--- config.mk ---
export PLATFORM = sky130hd
export DESIGN_NAME = piso8_serializer
export DESIGN_NICKNAME = d
export VERILOG_FILES = /design/src/rtl/piso8_serializer.sv
export SDC_FILE = /design/constraint.sdc
export NUM_CORES = 1
export LEC_CHECK = 0
export CAP_MARGIN = 10
export CORE_AREA = 2 2 51 53
export CTS_BUF_LIST = sky130_fd_sc_hd__clkbuf_8
export DETAILED_ROUTE_END_ITERATION = 16
export DIE_AREA = 0 0 53 55
export GPL_ROUTABILITY_DRIVEN = 0
export PLACE_DENSITY = 0.68
export SLEW_MARGIN = 40
export SYNTH_ARGS = -nofsm -noshare
export SYNTH_HDL_FRONTEND = slang
export SYNTH_SLANG_ARGS = --single-unit
--- constraint.sdc ---
create_clock -name clk -period 3.98 [get_ports clk]
set_clock_uncertainty 0.1 [all_clocks]
set_input_delay 1.194 -clock clk [delete_from_list [all_inputs] [get_ports clk]]
set_output_delay 1.194 -clock clk [all_outputs]
set_load 0.01 [all_outputs]
--- src/rtl/piso8_serializer.sv ---
// WIDTH-bit parallel-in/serial-out transmitter with per-frame MSB/LSB order.
// Optional even-parity trailer bit when PISO_PARITY_EN is defined.
module piso8_serializer #(
  parameter int WIDTH = 8
) (
  input  logic             clk,
  input  logic             rst,
  input  logic [WIDTH-1:0] Pin,
  input  logic             ld,
  input  logic             dir,
  output logic             rdy,
  output logic             So,
  output logic             sv,
  output logic             done
);
  localparam int CW = $clog2(WIDTH+1);

`ifdef PISO_PARITY_EN
  typedef enum logic [1:0] {IDLE = 2'd0, SHIFT = 2'd1, DONE = 2'd2, PAR = 2'd3} state_t;
  logic par_q;
`else
  typedef enum logic [1:0] {IDLE = 2'd0, SHIFT = 2'd1, DONE = 2'd2} state_t;
`endif

  state_t           state, state_nxt;
  logic [WIDTH-1:0] shreg;
  logic [CW-1:0]    cnt;
  logic             dreg;
  logic             last;

  assign last = (cnt == CW'(WIDTH-1));

  always_ff @(posedge clk) begin
    if (rst) begin
      state <= IDLE;
      shreg <= '0;
      cnt   <= '0;
      dreg  <= 1'b0;
`ifdef PISO_PARITY_EN
      par_q <= 1'b0;
`endif
    end else begin
      state <= state_nxt;
      case (state)
        IDLE: if (ld) begin
          shreg <= Pin;
          dreg  <= dir;
          cnt   <= '0;
`ifdef PISO_PARITY_EN
          par_q <= ^Pin;
`endif
        end
        SHIFT: begin
          // shift toward whichever end feeds So, zero filled
          shreg <= dreg ? {1'b0, shreg[WIDTH-1:1]} : {shreg[WIDTH-2:0], 1'b0};
          if (!last) cnt <= cnt + CW'(1);
        end
        default: ;
      endcase
    end
  end

  always_comb begin
    state_nxt = state;
    rdy       = 1'b0;
    sv        = 1'b0;
    So        = 1'b0;
    done      = 1'b0;
    case (state)
      IDLE: begin
        rdy = 1'b1;
        if (ld) state_nxt = SHIFT;
      end
      SHIFT: begin
        sv = 1'b1;
        So = dreg ? shreg[0] : shreg[WIDTH-1];
`ifdef PISO_PARITY_EN
        if (last) state_nxt = PAR;
`else
        if (last) state_nxt = DONE;
`endif
      end
`ifdef PISO_PARITY_EN
      PAR: begin
        sv        = 1'b1;
        So        = par_q;
        state_nxt = DONE;
      end
`endif
      DONE: begin
        done      = 1'b1;
        state_nxt = IDLE;
      end
      default: state_nxt = IDLE;
    endcase
  end
endmodule
==> summary.rpt, run 1 <==
DRT
----------------------------------------------------------------------------------------------------
Topmost layer with routed signal wires                                                          met4
Vias per inst                                                                                   5.24
Routed wire length on met2                                                                    744 um
First drt pass iteration count                                                                     4
Initial detailed-routing violation count                                                          16
Via count of the routed design                                                                   718
DRC violation count after routing                                                                  0
Overall routed net length                                                                    1680 um
Number of nets with antenna violations after detailed routing                                      0

POWER AND IR DROP
----------------------------------------------------------------------------------------------------
Internal cell power                                                                         0.258 mW
Sw Ratio                                                                                       0.259
Leakage power summed over all cells                                                         0.358 nW
Relative contribution of combinational cells to total power                                    0.155

FINAL LAYOUT
----------------------------------------------------------------------------------------------------
Number of inserted diodes                                                                          0
Number of nets in the final layout                                                               121
Layout cell share with drive strength beyond 1                                                 0.112
Syn-to-layout area delta                                                                       25.7%
Most frequent cells in the layout                                                       15 x dfxtp_1, 15 x clkdlybuf4s50_1, 12 x nand3_1, 10 x nor2_1, 9 x nor2b_1

CLOCK NETWORK
----------------------------------------------------------------------------------------------------
# H-tree levels                                                                                    1
Clock tree sinks                                                                                  15
Total of cells resized after clock tree synthesis                                                  0
Hold buffer count at cts                                                                           0
CTS tree                                                                                       built
Post-CTS setup buffer count                                                                        0
Cell at the root of the clock tree                                                          clkbuf_8
Clock-pin slew reported for the worst setup and hold paths after clock tree synthesis          60 ps

TIMING
----------------------------------------------------------------------------------------------------
Aggregate negative setup slack                                                                  0 ps
Hold WS                                                                                       382 ps
Final critical delay including setup and external delays                                     3030 ps
Relative slew slack                                                                            0.615
Maximum clock frequency                                                                      330 MHz
Final slew viol count                                                                              0
Slew at the pin with the worst max-slew slack                                                 576 ps
Unrepaired setup endpoints after global routing                                                false

YOSYS
----------------------------------------------------------------------------------------------------
Syn Area/Cell                                                                             8.57 sq um
Main logic family after synthesis                                                       AND-OR/OR-AND gates
Warnings, synthesis                                                                                0
Netlist Area Pre-Place                                                                     797 sq um
Dominant cell type by area after synthesis                                                   dfxtp_1
Compound-cell area share of the yosys netlist                                                  0.265
Cell count after synthesis                                                                        93
Simple-gate area share of the yosys netlist                                                    0.262
Sequential share of the synthesized area                                                       0.377
Mux contribution to synthesized area                                                          0.0251
Fraction of synthesized cell area taken by the top area cell type                              0.377
Share of synthesized cell area in full adder, half adder and majority cells                   0.0157
Net count entering floorplan                                                                     106
Yosys cell types                                                                                  30

CRITICAL PATH
----------------------------------------------------------------------------------------------------
Cell with the largest stage delay on the worst path                                     clkdlybuf4s50_1
Reg2reg setup slack                                                                          2400 ps
Levels on crit path                                                                                3
Sequence of cells on the critical path                                                  nand2b_4, inv_2, clkdlybuf4s50_1
Worst setup startpoint                                                                      state[0]
Data arrival time of the worst path                                                          1740 ps
Top fanout value on the critical path                                                             11
Reg-to-reg endpoint                                                                           cnt[3]
Number of cell instances on the worst register-to-register path                                    3
Destination of the critical timing path                                                           sv
Delay-heaviest family, CP                                                               buffers and inverters

GRT
----------------------------------------------------------------------------------------------------
Most congested layer reported by global routing                                                 met2
Total global routing overflow                                                                      0
Maximum number of pins on one net before global-route repair                                      17
First-pass GRT wire length                                                                   2940 um

WORST HOLD PATH
----------------------------------------------------------------------------------------------------
Worst min-delay path class                                                                   reg2reg
Hold Path Stages                                                                                   2
Worst hold start                                                                              cnt[1]

FLOORPLANNING
----------------------------------------------------------------------------------------------------
Chip Height                                                                                    55 um
Number of I/O pins                                                                                16
Count of standard-cell rows                                                                       18

RUN STATUS
----------------------------------------------------------------------------------------------------
Outcome                                                                                 complete, no violations

PLACED DESIGN
----------------------------------------------------------------------------------------------------
Port-buffer cells                                                                                 15
Half-perimeter wire length after detailed placement                                          1210 um

## run 1: area by class of cell
cell class	count	area (sq um)
clock buffers	3	41.3
clock inverters	1	5.00
well taps	30	37.5
flip-flops and latches	15	300
inverters	4	15.0
multi-input cells	69	453
fillers	238	1360
repair buffers	15	150
## run 1: power by group through the flow
stage | logic, mW | clock network, mW | registers [mW]
finish | 0.0540 | 0.124 | 0.171
global route | 0.0603 | 0.136 | 0.172
CTS | 0.0546 | 0.128 | 0.170
detailed placement | 0.0542 | 0 | 0.173
global placement | 0.0533 | 0 | 0.173
floorplan | 0.0375 | 0 | 0.168
## run 1: cell usage after synthesis
library cell  count
inv_2             2
nor4_1            1
o32ai_2           1
o21ba_2           1
o31a_1            1
o31ai_1           6
nor2b_1           9
nor2_1           10
ha_1              1
o221a_2           2
o21bai_1          1
clkbuf_1          1
nand2_1           3
nand3_1          12
o21a_1            1
and2_1            1
nand2b_4          1
a211oi_1          7
o21ai_1           1
dfxtp_1          15
a21oi_1           2
inv_1             2
mux2i_1           2
a31oi_1           1
o21ai_0           2
or4b_1            1
nand3b_1          1
buf_4             2
a21bo_2           1
buf_2             2
## run 1: through the flow
| step | util | cells | cell area (sq um) | worst slack (ps) | power [mW] |
|---|---|---|---|---|---|
| floorplan | - | 93 | 797 | 1780 | 0.206 |
| global placement | 0.404 | 133 | 956 | 1270 | 0.227 |
| detailed placement | 0.404 | 133 | 956 | 1240 | 0.227 |
| CTS | 0.424 | 137 | 1000 | 949 | 0.353 |
| global route | 0.424 | 137 | 1000 | 822 | 0.368 |
| finish | 0.424 | 137 | 1000 | 951 | 0.348 |
## run 1: flip-flops by register name (all words and copies together) (netlist names)
register  cells
shreg         8
cnt           4
state         2
dreg          1
Run 1, M3 wires:
Bar = 20 um.
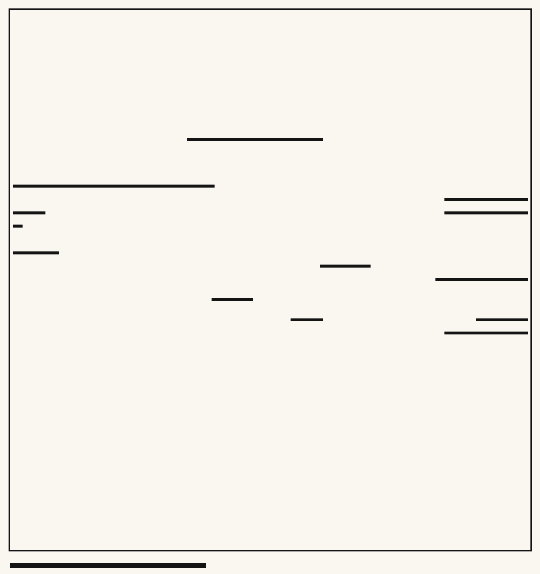
share of all routed wire: 5.5%
wire length on this layer: 92.3 um

Run 1, placed standard cells:
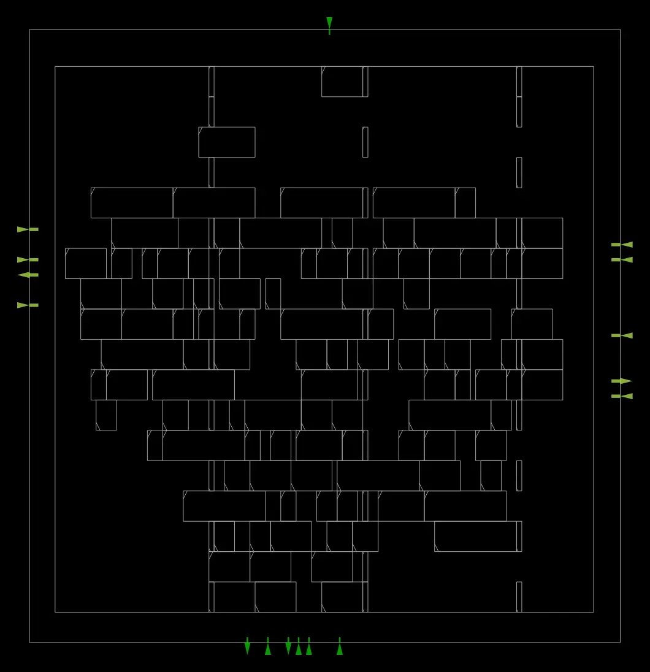
sequential cell count of the final layout: 15
share of the final layout cell area in sequential cells: 0.300

Run 1, cell density map:
The die is cut into 11 by 11 equal tiles; black is low, pale yellow is high, 0 to 100% covered.
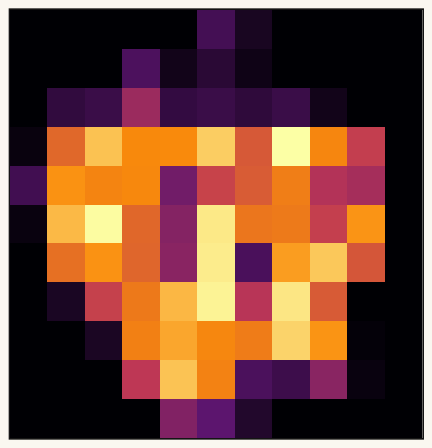
tiles over 75% full: 16%
densest ninth of the die: centre
fullest tile: 100%
emptiest ninth of the die: north-east
nearly empty tiles: 36%
final design utilization: 0.424
effective utilization at floorplan: 0.337
Core ar.: 2360 sq um

Run 1, wires at chosen ports, followed through buffers:
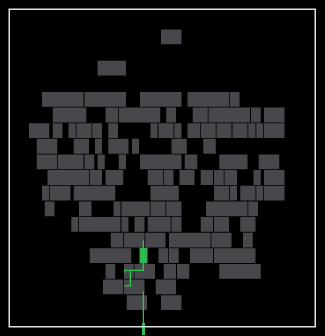
| colour | port | direction | edge | end cells | buffers | wire |
|---|---|---|---|---|---|---|
| green | rdy | output | south | 1 | 1 | 17.9 um |

## Run 2: what changed since run 1
Clock period 3.98 ns to 3 ns, I/O delays scaled along.
Run 2, placed standard cells:
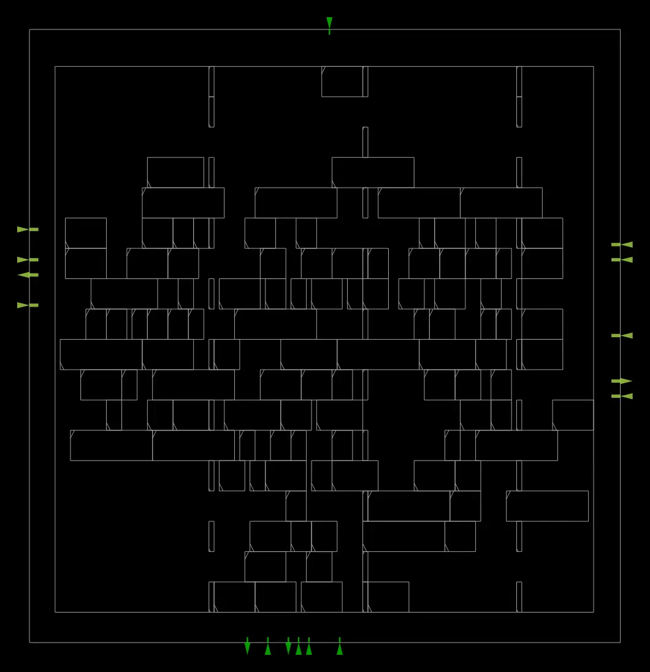
final non-filler cell total: 138
count of standard-cell rows: 18
number of fillers in the final layout: 254
number of tap instances: 30
share of the final layout cell area in sequential cells: 0.297

==> summary.rpt, run 2 <==
RUN STATUS
----------------------------------------------------------------------------------------------------
Outcome                                                                                 complete, no violations   unchanged

YOSYS
----------------------------------------------------------------------------------------------------
Post-synth ARST share                                                                              0   unchanged
Yosys cell types                                                                                  30   unchanged
Net count entering floorplan                                                                     106   unchanged
Number of cells in Yosys stat                                                                     93   unchanged
Syn Area/Cell                                                                             8.57 sq um   unchanged
Netlist Area Pre-Place                                                                     797 sq um   unchanged
Cell count after synthesis                                                                        93   unchanged
Warnings, synthesis                                                                                0   unchanged
Post-synthesis cell type with the largest instance count                                     dfxtp_1   unchanged
Post-synth area from yosys stat                                                            797 sq um   unchanged
Top cells by count                                                                      15 x dfxtp_1, 12 x nand3_1, 10 x nor2_1   unchanged
Sequential share of the synthesized area                                                       0.377   unchanged
Area contributors post-synth                                                            dfxtp_1 38%, nand3_1 7.5%, nor2b_1 7.1%, a211oi_1 6.6%, o31ai_1 5.7%   unchanged
Most common flop cell mapped by yosys                                                        dfxtp_1   unchanged
Dominant cell type by area after synthesis                                                   dfxtp_1   unchanged
Number of flops mapped to enable cells by yosys                                                    0   unchanged
Fraction of synthesized cell area taken by the top area cell type                              0.377   unchanged

FINAL LAYOUT
----------------------------------------------------------------------------------------------------
Largest registers in the final layout                                                   shreg: 8 flops, cnt: 4 flops, state: 2 flops   unchanged
Number of nets in the final layout                                                               122   was 121
Register with the highest flop count                                                           shreg   unchanged
Number of flip-flops in the largest register                                                       8   unchanged
Finished Cell Area                                                                        1010 sq um   was 1000 sq um
Final design utilization                                                                       0.427   was 0.424
Layout cell share with drive strength beyond 1                                                 0.120   was 0.112
Number of inserted diodes                                                                          0   unchanged
Most frequent cells in the layout                                                       15 x dfxtp_1, 15 x clkdlybuf4s50_1, 12 x nand3_1, 10 x nor2_1, 9 x nor2b_1   unchanged
Syn-to-layout area delta                                                                       26.7%   was 25.7%

PLACED DESIGN
----------------------------------------------------------------------------------------------------
Port-buffer cells                                                                                 15   unchanged
Placed Area                                                                                963 sq um   was 956 sq um
Pre-CTS setup slack                                                                           556 ps   was 1240 ps
Half-perimeter wire length after detailed placement                                          1280 um   was 1210 um

TIMING
----------------------------------------------------------------------------------------------------
Maximum clock frequency                                                                      367 MHz
Final critical delay including setup and external delays                                     2730 ps
Relative slew slack                                                                            0.636   was 0.615
Final slew viol count                                                                              0   unchanged
Total count of hold-check failures in the final report                                             0   unchanged
Unrepaired setup endpoints after global routing                                                false   unchanged
Final worst slack                                                                             274 ps   was 951 ps
Total setup violations reported at the end of the flow                                             0   unchanged
Slew at the pin with the worst max-slew slack                                                 546 ps   was 576 ps
Aggregate negative setup slack                                                                  0 ps   unchanged

GRT
----------------------------------------------------------------------------------------------------
Total global routing overflow                                                                      0   unchanged
Number of antenna violations at the first check in global routing                                  0   unchanged
Global-route usage over all layers                                                             0.147   was 0.141
First-pass GRT wire length                                                                   2950 um   was 2940 um
Maximum number of pins on one net before global-route repair                                      16   was 17

CLOCK NETWORK
----------------------------------------------------------------------------------------------------
Post-CTS setup buffer count                                                                        0   unchanged
Hold buffer count at cts                                                                           0   unchanged
Cell at the root of the clock tree                                                          clkbuf_8   unchanged
Clock latency on the worst-skew pair                                                          250 ps   about the same
# H-tree levels                                                                                    1   unchanged
Clock-pin slew reported for the worst setup and hold paths after clock tree synthesis          60 ps   about the same
CTS tree                                                                                       built   unchanged
Clock tree buffer depth                                                                            2   unchanged
Total of cells resized after clock tree synthesis                                                  0   unchanged
Clock tree sinks                                                                                  15   unchanged

JOB
----------------------------------------------------------------------------------------------------
MaxCap Viol Count                                                                                  0   unchanged
Log Warnings                                                                                      26   unchanged

CRITICAL PATH
----------------------------------------------------------------------------------------------------
Startpoint-to-endpoint class of the critical path                                            reg2out   unchanged
Top fanout value on the critical path                                                             11   unchanged
Data required, critical path                                                                 2000 ps   was 2690 ps
Data arrival time of the worst path                                                          1730 ps   was 1740 ps

DRT
----------------------------------------------------------------------------------------------------
DRC violation count after routing                                                                  0   unchanged
Initial detailed-routing violation count                                                          13   was 16
Overall routed net length                                                                    1770 um   was 1680 um
Average detailed-routed wire length per instance                                             12.8 um   was 12.3 um
First drt pass iteration count                                                                     4   unchanged
Number of nets with antenna violations after detailed routing                                      0   unchanged
Via count of the routed design                                                                   724   was 718
Vias per inst                                                                                   5.25   was 5.24

POWER AND IR DROP
----------------------------------------------------------------------------------------------------
Post-layout total power                                                                     0.465 mW   was 0.348 mW
Peak ir drop on the vdd network                                                             0.280 mV   was 0.156 mV
Leakage power summed over all cells                                                         0.363 nW   was 0.358 nW

FLOORPLANNING
----------------------------------------------------------------------------------------------------
Die outline area                                                                          2920 sq um   unchanged
Chip Height                                                                                    55 um   unchanged
Number of I/O pins                                                                                16   unchanged
Core ar.                                                                                  2360 sq um   unchanged
Effective utilization at floorplan                                                             0.337   unchanged

WORST HOLD PATH
----------------------------------------------------------------------------------------------------
Worst min-delay path class                                                                   reg2reg   unchanged

Run 2, cell density map:
The die is cut into 11 by 11 equal tiles; black is low, pale yellow is high, 0 to 100% covered.
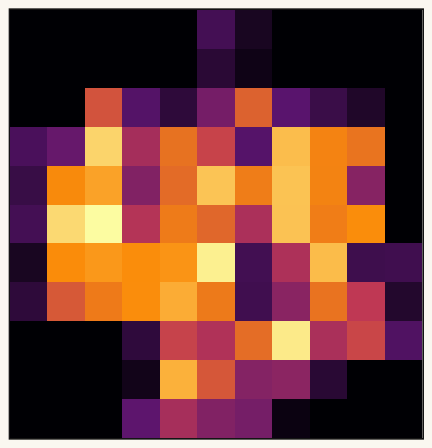
fullest tile: 99%
densest ninth of the die: centre
tiles over 75% full: 15%
mean over tiles: 33%
nearly empty tiles: 31%

[run 2: cell counts after synthesis]
No cell type changed its count.
[run 2: worst paths after layout]
check / start / to / slack, ps / cells after the start
worst min-delay path: cnt[1] / cnt[1] / 380 / 2
worst max-delay path: state[0] / sv / 270 / 3
worst max register to register: state[0] / cnt[3] / 1440 / 3
worst min register to register: cnt[1] / cnt[1] / 380 / 2
[run 2: cell type report]
type	instances	area, sq um
clock inverter	1	5.00
sequential	15	300
inverter	4	15.0
fill	254	1360
multi-input combinational	69	453
timing repair buffer	16	158
clock buffer	3	41.3
tap	30	37.5
[run 2: report_power, final]
part / switching, mW / internal (mW)
clock: 0.0735 / 0.0921
sequential: 0.0118 / 0.212
combinational: 0.0366 / 0.0396
[run 2: logic make-up after synthesis]
kind of cell,count (synthesis),share of synthesized area
AND/OR/NAND/NOR,39,0.262
AND-OR/OR-AND,27,0.265
flip-flops,15,0.377
buffers and inverters,9,0.0549
multiplexers,2,0.0251
adder cells (fa/ha/maj),1,0.0157
[run 2: critical path, cell delays in order, from the launching register on]
cell and delay [ps]:
dfxtp_1 550, nand2b_4 160, inv_2 200, clkdlybuf4s50_1 570
[run 2: per-stage QoR]
stage,hold slack [ps],instances
after detailed placement,380,134
after global routing,416,138
after floorplan,352,93
final,384,138
after CTS,389,138
after global placement,373,134
[run 2: per-layer routing]
| metal | global-route usage | vias to the layer above | share of wire |
|---|---|---|---|
| met4 | 0.0641 | 0 | 0.015 |
| met1 | 0.163 | 337 | 0.46 |
| met5 | 0 | - | 0 |
| li1 | - | 369 | - |
| met2 | 0.250 | 14 | 0.47 |
| met3 | 0.0565 | 4 | 0.056 |
Power figures rest on the tool's default switching activity, not on a simulated workload.
